**src/rtl/iic_seq_pkg.sv**
```systemverilog
// ---------------------------------------------------------------------------
// iic_seq_pkg
// Shared definitions for the table-driven I2C init sequencer:
//   - table opcodes (2-bit op field at the top of each entry)
//   - sequencer state encoding
//   - entry field-slice helpers (entries are zero-extended to ENTRY_MAX_W
//     before being handed to the helpers, so one helper serves any width)
// ---------------------------------------------------------------------------
package iic_seq_pkg;

  localparam logic [1:0] OP_WRITE = 2'd0;
  localparam logic [1:0] OP_RDCHK = 2'd1;
  localparam logic [1:0] OP_DELAY = 2'd2;
  localparam logic [1:0] OP_END   = 2'd3;

  // Widest entry the helpers accept ({op, addr, data}).
  localparam int ENTRY_MAX_W = 64;

  typedef enum logic [3:0] {
    S_FETCH      = 4'd0,
    S_DECODE     = 4'd1,
    S_ISSUE      = 4'd2,
    S_WAIT_BUSY  = 4'd3,
    S_DLY        = 4'd4,
    S_NEXT       = 4'd5,
    S_DONE       = 4'd6,
    S_ERROR      = 4'd7,
    S_POLL_ISSUE = 4'd8,
    S_POLL_WAIT  = 4'd9
  } state_e;

  function automatic logic [1:0] entry_op(input logic [ENTRY_MAX_W-1:0] e,
                                          input int unsigned addr_w,
                                          input int unsigned data_w);
    return 2'(e >> (addr_w + data_w));
  endfunction

  // Caller truncates to its address width.
  function automatic logic [ENTRY_MAX_W-1:0] entry_addr(input logic [ENTRY_MAX_W-1:0] e,
                                                        input int unsigned data_w);
    return e >> data_w;
  endfunction

  // Data sits in the low bits; caller truncates to its data width.
  function automatic logic [ENTRY_MAX_W-1:0] entry_data(input logic [ENTRY_MAX_W-1:0] e);
    return e;
  endfunction

endpackage

```
**src/rtl/iic_seq_delay.sv**
```systemverilog
// ---------------------------------------------------------------------------
// iic_seq_delay
// Loadable down-counter with a done pulse. Used for table DELAY entries and
// for the status poll timer.
//   clk, rst   : clock, synchronous active-high reset
//   load       : load load_val (has priority over en)
//   load_val   : number of enabled cycles until done (0 behaves like 1)
//   en         : count while high
//   done       : high on the last enabled cycle of the interval
// With load_val = N >= 1, done is asserted on the N-th enabled cycle after the
// load; N = 0 gives done on the first enabled cycle.
// ---------------------------------------------------------------------------
module iic_seq_delay #(
  parameter int W = 24
) (
  input  logic         clk,
  input  logic         rst,
  input  logic         load,
  input  logic [W-1:0] load_val,
  input  logic         en,
  output logic         done
);

  logic [W-1:0] cnt_q;
  logic [W-1:0] cnt_d;

  always_comb begin
    cnt_d = cnt_q;
    if (load) begin
      cnt_d = load_val;
    end else if (en && (cnt_q > W'(1))) begin
      cnt_d = cnt_q - W'(1);
    end
  end

  assign done = en & ~load & (cnt_q <= W'(1));

  always_ff @(posedge clk) begin
    if (rst) begin
      cnt_q <= '0;
    end else begin
      cnt_q <= cnt_d;
    end
  end

endmodule

```
**src/rtl/iic_seq_init.sv**
```systemverilog
// ---------------------------------------------------------------------------
// iic_seq_init
// Table-driven I2C register-initialisation sequencer. Walks an external
// synchronous command ROM and drives a byte-level IIC master through the
// trig/busy handshake. Opcodes: WRITE, RDCHK (read + compare with retry),
// DELAY (data x DELAY_UNIT cycles), END.
//
// Ports:
//   clk, rst     : clock, synchronous active-high reset
//   start        : pulse; reruns the table from entry 0 when in DONE/ERROR
//   tbl_idx      : ROM address; tbl_data is valid one clock later
//   tbl_data     : {op[1:0], addr, data}
//   device_id    : constant DEV_ID
//   iic_trig     : one-cycle request to the IIC master
//   w_r          : 1 = write, 0 = read
//   addr/data_in : register address / write data (RDCHK: expected value)
//   busy         : master busy; completion = falling edge after trig
//   data_out     : read data, valid when busy falls
//   byte_over    : master byte strobe, unused here
//   init_over    : sticky, table finished
//   init_err     : sticky, read-verify failed after MAX_RETRY attempts
//   err_idx      : table index of the failing entry
//   status       : last polled status value
//
// Build option: define INIT_STATUS_POLL_EN to keep reading POLL_ADDR every
// POLL_PERIOD cycles while in DONE; otherwise status is tied to 0 and the
// sequencer is silent after DONE.
// ---------------------------------------------------------------------------
module iic_seq_init
  import iic_seq_pkg::*;
#(
  parameter int                ADDR_W      = 16,
  parameter int                DATA_W      = 8,
  parameter int                TBL_DEPTH   = 64,
  parameter logic [7:0]        DEV_ID      = 8'hB2,
  parameter int                DELAY_UNIT  = 1000,
  parameter int                DELAY_W     = 24,
  parameter int                MAX_RETRY   = 3,
  parameter logic [ADDR_W-1:0] POLL_ADDR   = 'h0502,
  parameter int                POLL_PERIOD = 1000000,
  localparam int               IDX_W       = $clog2(TBL_DEPTH),
  localparam int               ENTRY_W     = 2 + ADDR_W + DATA_W
) (
  input  logic               clk,
  input  logic               rst,
  input  logic               start,
  output logic [IDX_W-1:0]   tbl_idx,
  input  logic [ENTRY_W-1:0] tbl_data,
  output logic [7:0]         device_id,
  output logic               iic_trig,
  output logic               w_r,
  output logic [ADDR_W-1:0]  addr,
  output logic [DATA_W-1:0]  data_in,
  input  logic               busy,
  input  logic [DATA_W-1:0]  data_out,
  input  logic               byte_over,
  output logic               init_over,
  output logic               init_err,
  output logic [IDX_W-1:0]   err_idx,
  output logic [DATA_W-1:0]  status
);

  localparam int RETRY_W = (MAX_RETRY > 1) ? $clog2(MAX_RETRY) : 1;

  // Entry decode straight off the ROM output (valid in DECODE).
  logic [ENTRY_MAX_W-1:0] tbl_ext;
  logic [1:0]             ent_op;
  logic [ADDR_W-1:0]      ent_addr;
  logic [DATA_W-1:0]      ent_data;
  logic [DELAY_W-1:0]     dly_prod;

  assign tbl_ext  = ENTRY_MAX_W'(tbl_data);
  assign ent_op   = entry_op(tbl_ext, ADDR_W, DATA_W);
  assign ent_addr = ADDR_W'(entry_addr(tbl_ext, DATA_W));
  assign ent_data = DATA_W'(entry_data(tbl_ext));
  assign dly_prod = DELAY_W'(ent_data) * DELAY_W'(DELAY_UNIT);

  state_e             state_q,     state_d;
  logic [IDX_W-1:0]   tbl_idx_q,   tbl_idx_d;
  logic               iic_trig_q,  iic_trig_d;
  logic               w_r_q,       w_r_d;
  logic [ADDR_W-1:0]  addr_q,      addr_d;
  logic [DATA_W-1:0]  data_in_q,   data_in_d;
  logic [1:0]         op_q,        op_d;
  logic [RETRY_W-1:0] retry_q,     retry_d;
  logic               seen_busy_q, seen_busy_d;
  logic               busy_q,      busy_d;
  logic               init_over_q, init_over_d;
  logic               init_err_q,  init_err_d;
  logic [IDX_W-1:0]   err_idx_q,   err_idx_d;

  logic busy_fall;
  logic done_ok;      // a transaction completed (busy seen high since trig)
  logic dly_load;
  logic dly_en;
  logic dly_done;

  assign busy_fall = ~busy & busy_q;
  assign done_ok   = busy_fall & seen_busy_q;

  iic_seq_delay #(.W(DELAY_W)) u_dly (
    .clk      (clk),
    .rst      (rst),
    .load     (dly_load),
    .load_val (dly_prod),
    .en       (dly_en),
    .done     (dly_done)
  );

`ifdef INIT_STATUS_POLL_EN
  localparam int POLL_W = $clog2(POLL_PERIOD + 1);

  logic [DATA_W-1:0] status_q, status_d;
  logic              poll_done;
  logic              unused_in;

  // Timer is held loaded outside DONE so each stay in DONE starts a fresh period.
  iic_seq_delay #(.W(POLL_W)) u_poll (
    .clk      (clk),
    .rst      (rst),
    .load     (state_q != S_DONE),
    .load_val (POLL_W'(POLL_PERIOD)),
    .en       (state_q == S_DONE),
    .done     (poll_done)
  );

  assign status    = status_q;
  assign unused_in = byte_over;
`else
  logic unused_in;
  assign status    = '0;
  assign unused_in = &{1'b0, byte_over, POLL_ADDR, POLL_PERIOD};
`endif

  always_comb begin
    state_d     = state_q;
    tbl_idx_d   = tbl_idx_q;
    iic_trig_d  = 1'b0;
    w_r_d       = w_r_q;
    addr_d      = addr_q;
    data_in_d   = data_in_q;
    op_d        = op_q;
    retry_d     = retry_q;
    seen_busy_d = seen_busy_q;
    busy_d      = busy;
    init_over_d = init_over_q;
    init_err_d  = init_err_q;
    err_idx_d   = err_idx_q;
    dly_load    = 1'b0;
    dly_en      = 1'b0;
`ifdef INIT_STATUS_POLL_EN
    status_d    = status_q;
`endif

    case (state_q)
      S_FETCH: state_d = S_DECODE;

      S_DECODE: begin
        op_d    = ent_op;
        retry_d = '0;
        case (ent_op)
          OP_WRITE, OP_RDCHK: begin
            addr_d    = ent_addr;
            data_in_d = ent_data;
            w_r_d     = (ent_op == OP_WRITE);
            state_d   = S_ISSUE;
          end
          OP_DELAY: begin
            dly_load = 1'b1;
            state_d  = S_DLY;
          end
          default: begin
            init_over_d = 1'b1;
            state_d     = S_DONE;
          end
        endcase
      end

      // Hold off the request while the master is still busy (e.g. a
      // transfer left running across a reset).
      S_ISSUE: begin
        if (!busy) begin
          iic_trig_d  = 1'b1;
          seen_busy_d = 1'b0;
          state_d     = S_WAIT_BUSY;
        end
      end

      S_WAIT_BUSY: begin
        if (busy) begin
          seen_busy_d = 1'b1;
        end
        if (done_ok) begin
          if (op_q == OP_WRITE || data_out == data_in_q) begin
            retry_d = '0;
            state_d = S_NEXT;
          end else if (retry_q < RETRY_W'(MAX_RETRY - 1)) begin
            retry_d = retry_q + RETRY_W'(1);
            state_d = S_ISSUE;
          end else begin
            err_idx_d  = tbl_idx_q;
            init_err_d = 1'b1;
            state_d    = S_ERROR;
          end
        end
      end

      S_DLY: begin
        dly_en = 1'b1;
        if (dly_done) begin
          state_d = S_NEXT;
        end
      end

      // Running off the end of the table acts as an implicit END.
      S_NEXT: begin
        if (tbl_idx_q == IDX_W'(TBL_DEPTH - 1)) begin
          init_over_d = 1'b1;
          state_d     = S_DONE;
        end else begin
          tbl_idx_d = tbl_idx_q + IDX_W'(1);
          state_d   = S_FETCH;
        end
      end

      S_DONE, S_ERROR: begin
        if (start) begin
          init_over_d = 1'b0;
          init_err_d  = 1'b0;
          tbl_idx_d   = '0;
          state_d     = S_FETCH;
        end
`ifdef INIT_STATUS_POLL_EN
        else if (state_q == S_DONE && poll_done) begin
          addr_d  = POLL_ADDR;
          w_r_d   = 1'b0;
          state_d = S_POLL_ISSUE;
        end
`endif
      end

`ifdef INIT_STATUS_POLL_EN
      S_POLL_ISSUE: begin
        if (!busy) begin
          iic_trig_d  = 1'b1;
          seen_busy_d = 1'b0;
          state_d     = S_POLL_WAIT;
        end
      end

      S_POLL_WAIT: begin
        if (busy) begin
          seen_busy_d = 1'b1;
        end
        if (done_ok) begin
          status_d = data_out;
          state_d  = S_DONE;
        end
      end
`endif

      default: state_d = S_FETCH;
    endcase
  end

  always_ff @(posedge clk) begin
    if (rst) begin
      state_q     <= S_FETCH;
      tbl_idx_q   <= '0;
      iic_trig_q  <= 1'b0;
      w_r_q       <= 1'b1;
      addr_q      <= '0;
      data_in_q   <= '0;
      op_q        <= OP_WRITE;
      retry_q     <= '0;
      seen_busy_q <= 1'b0;
      busy_q      <= 1'b0;
      init_over_q <= 1'b0;
      init_err_q  <= 1'b0;
      err_idx_q   <= '0;
`ifdef INIT_STATUS_POLL_EN
      status_q    <= '0;
`endif
    end else begin
      state_q     <= state_d;
      tbl_idx_q   <= tbl_idx_d;
      iic_trig_q  <= iic_trig_d;
      w_r_q       <= w_r_d;
      addr_q      <= addr_d;
      data_in_q   <= data_in_d;
      op_q        <= op_d;
      retry_q     <= retry_d;
      seen_busy_q <= seen_busy_d;
      busy_q      <= busy_d;
      init_over_q <= init_over_d;
      init_err_q  <= init_err_d;
      err_idx_q   <= err_idx_d;
`ifdef INIT_STATUS_POLL_EN
      status_q    <= status_d;
`endif
    end
  end

  assign tbl_idx   = tbl_idx_q;
  assign device_id = DEV_ID;
  assign iic_trig  = iic_trig_q;
  assign w_r       = w_r_q;
  assign addr      = addr_q;
  assign data_in   = data_in_q;
  assign init_over = init_over_q;
  assign init_err  = init_err_q;
  assign err_idx   = err_idx_q;

endmodule

```
**config.mk**
```make
export PLATFORM = sky130hd
export DESIGN_NAME = iic_seq_init
export DESIGN_NICKNAME = d
export VERILOG_FILES = /design/src/rtl/iic_seq_pkg.sv /design/src/rtl/iic_seq_delay.sv /design/src/rtl/iic_seq_init.sv
export SDC_FILE = /design/constraint.sdc
export NUM_CORES = 1
export LEC_CHECK = 0
export CAP_MARGIN = 10
export CORE_ASPECT_RATIO = 1.25
export CORE_MARGIN = 2
export CORE_UTILIZATION = 53
export DETAILED_ROUTE_END_ITERATION = 6
export GPL_TIMING_DRIVEN = 0
export PLACE_DENSITY = 0.82
export SYNTH_ARGS = -nofsm -noshare
export SYNTH_HDL_FRONTEND = slang
export SYNTH_SLANG_ARGS = --single-unit
```
**constraint.sdc**
```tcl
create_clock -name clk -period 4.68 [get_ports clk]
set_input_delay 0.468 -clock clk [delete_from_list [all_inputs] [get_ports clk]]
set_output_delay 0.468 -clock clk [all_outputs]
set_load 0.01 [all_outputs]
```
### Wiring heat map

The bar under the picture is 20 um long. The die is cut into 18 by 22 equal tiles; dark blue is low, red is high, scaled to the fullest tile. Values are wire area over tile area, all layers added.
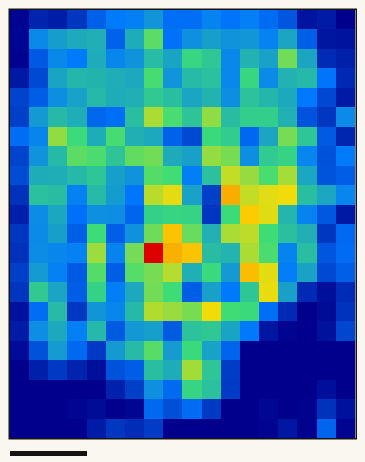
fullest tile: 0.64
tiles over half the peak: 15%
nearly empty tiles: 13%
densest ninth of the die: centre
final WL: 11,710 um
Total GRT Usage: 24.73%

### Placement density heat map

The bar under the picture is 20 um long. The die is cut into 9 by 11 equal tiles; dark blue is low, red is high, 0 to 100% covered.
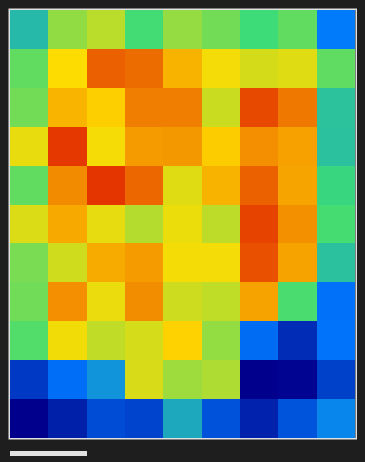
fullest tile: 94%
tiles over 75% full: 32%
mean over tiles: 60%
Core Box Area: 9027 um2
Pre-Place Util: 53.87%
fin util: 68.05%

### Drive-strength map

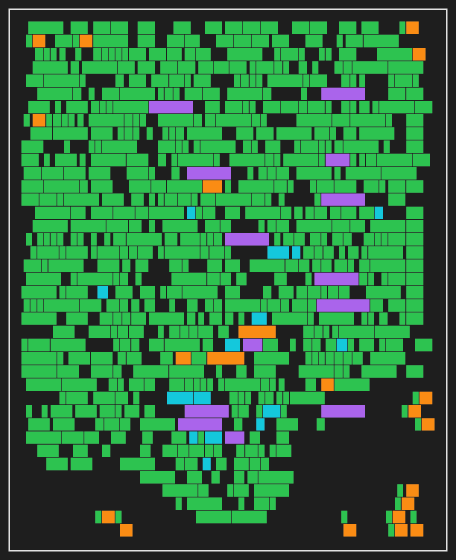
legend:
  purple:
    size: _6 and larger
    cells: 13
    share: 1.9%
  cyan:
    size: _2 cells
    cells: 15
    share: 2.2%
  orange:
    size: _3 and _4 cells
    cells: 21
    share: 3.1%
  green:
    size: _0 and _1 cells
    cells: 625
    share: 93%
Final Worst Setup Slack: 0.3460 ns
post-route cell area: 6143 um2
synthesis-to-finish area growth: 26.32%
Plain + repair buffers: 116

==> deck_impl_summary.md <==
Implementation Results

Route
  – Met3 routed WL: 492 um
  – Number of DRC markers in iteration 0: 217
  – Post-route ant nets: 0
  – WL met2: 6275 um
  – DR pass1 iterations: 5
  – Residual DRC count: 0
  – DR top layer: met4

Finish
  – Clock buffer cells: 10
  – N_diodes: 0
  – Post-Layout Cell Count: 797
  – Signal buf overhead: 16.35%
  – Most common logic cells in the final layout: clkdlybuf4s50_1 (74), dfxtp_1 (73), nand2_1 (69)
  – Top class by area: combinational gates
  – Layout cells sized above 1: 7.270%
  – Flop count: 73
  – Comb gates: 429
  – Clock-cell share: 4.807%
  – Filler cell count: 703
  – Top cell excl fill/tap: clkdlybuf4s50_1
  – Non-clock inverter count: 41
  – Gate Area: 3074 um2

Setup path
  – FF-to-FF Start: state_q[0]
  – Worst path cell trace: clkdlybuf4s50_1 > inv_1 > fa_1 > inv_1 > fa_1 > fa_1 > ha_1 > ha_1 > a21oi_1 > o21ai_0 > o41ai_1 > xnor2_1 > o22ai_1
  – FF-to-FF path depth: 6
  – Data arrival, critical path: 4.54 ns
  – RR Endpoint: u_dly.cnt_q[13]
  – Worst Path Max Fanout: 6
  – Crit end category: flip-flop
  – Crit-path most repeated cell: fa_1
  – Critical path buffers and inverters: 3
  – Worst setup path start: tbl_data[5]
  – Worst setup path endpoint: u_dly.cnt_q[17]
  – Crit path max-delay family: adder cells
  – Worst setup SP type: input pin
  – Crit Path Category: input pin to flip-flop

Place
  – Placed cell count: 782
  – Post-Place Worst Slack: -0.1500 ns
  – Port bufs: 77
  – HPWL after detailed placement: 8974 um
  – Placed inst area: 5841 um2
  – GP Congestion: 0.9409

Worst hold path
  – Worst Hold Launch: init_err
  – Hold endpoint: init_err
  – HP Class: flip-flop to flip-flop

Clocking
  – H-tree Lvls: 3
  – Clk root buf: clkbuf_16
  – Sink Count: 73
  – Hold buffers post-CTS: 0
  – Clk buf depth: 2
  – Post-CTS sizing: 0
  – Postcts setup bufs: 0
  – Clock latency on the worst-skew pair: 0.33 ns
  – Clock transition at path regs: 0.06 ns

Global route
  – Vias in the first global route: 4,399
  – GR Overflow Total: 0
  – Busiest layer in global routing: met2
  – GR Layer Usage met1: 27.82%
  – First-pass GRT wire length: 19,760 um

Yosys
  – Top cells by area: dfxtp_1 (30%), ha_1 (11%), fa_1 (8.6%), xor2_1 (6.1%), nand2_1 (5.3%)
  – XORs/XNORs by Area: 7.384%
  – Post-synthesis cell area: 4863 um2
  – Fa+ha+maj area frac: 19.45%
  – Ys async rst share: 0%
  – Register area share after synthesis: 30.05%
  – Warnings from Yosys: 0
  – Mux share of post-synthesis cell area: 1.878%
  – Number of enable flip-flop cells: 0
  – Cells in synth_stat.txt: 568
  – Top cells by count: dfxtp_1 (73), nand2_1 (69), nor2_1 (47)
  – Synth Area in Simple Gates: 19.40%
  – Main kind of combinational logic by area: adder cells
  – Post-synth area from yosys stat: 4863 um2
  – Ys flops: 73

Flow run
  – Max_cap viols: 0
  – Count of tool warnings: 34

Power and ir drop
  – Cell Pwr Density: 565.1 nW/um2
  – VDD IR max: 0.3013 mV
  – Sw Pwr: 1471 uW
  – Clock net power: 681 uW
  – Sequential Power Share: 25.1%
  – Seq power: 870 uW
  – Sw Ratio: 42.36%
  – Int Power: 2001 uW

Die
  – Die height: 111.1 um
  – Num rows: 39
  – # IOs: 95
  – Tapcells: 123
  – Die X: 89.68 um
  – Chip area: 9963 um2

STA
  – Final Slew Violations: 0
  – Post-layout min period: 4.334 ns
  – Setup TNS: 0 ns
  – Slew margin rel.: 49.84%
  – Setup Skew: 0.004005 ns
  – Final Cycle Share: 92.61%
  – WHS: 0.4436 ns

Outcome
  – Outcome: completed
Power figures rest on the tool's default switching activity, not on a simulated workload.
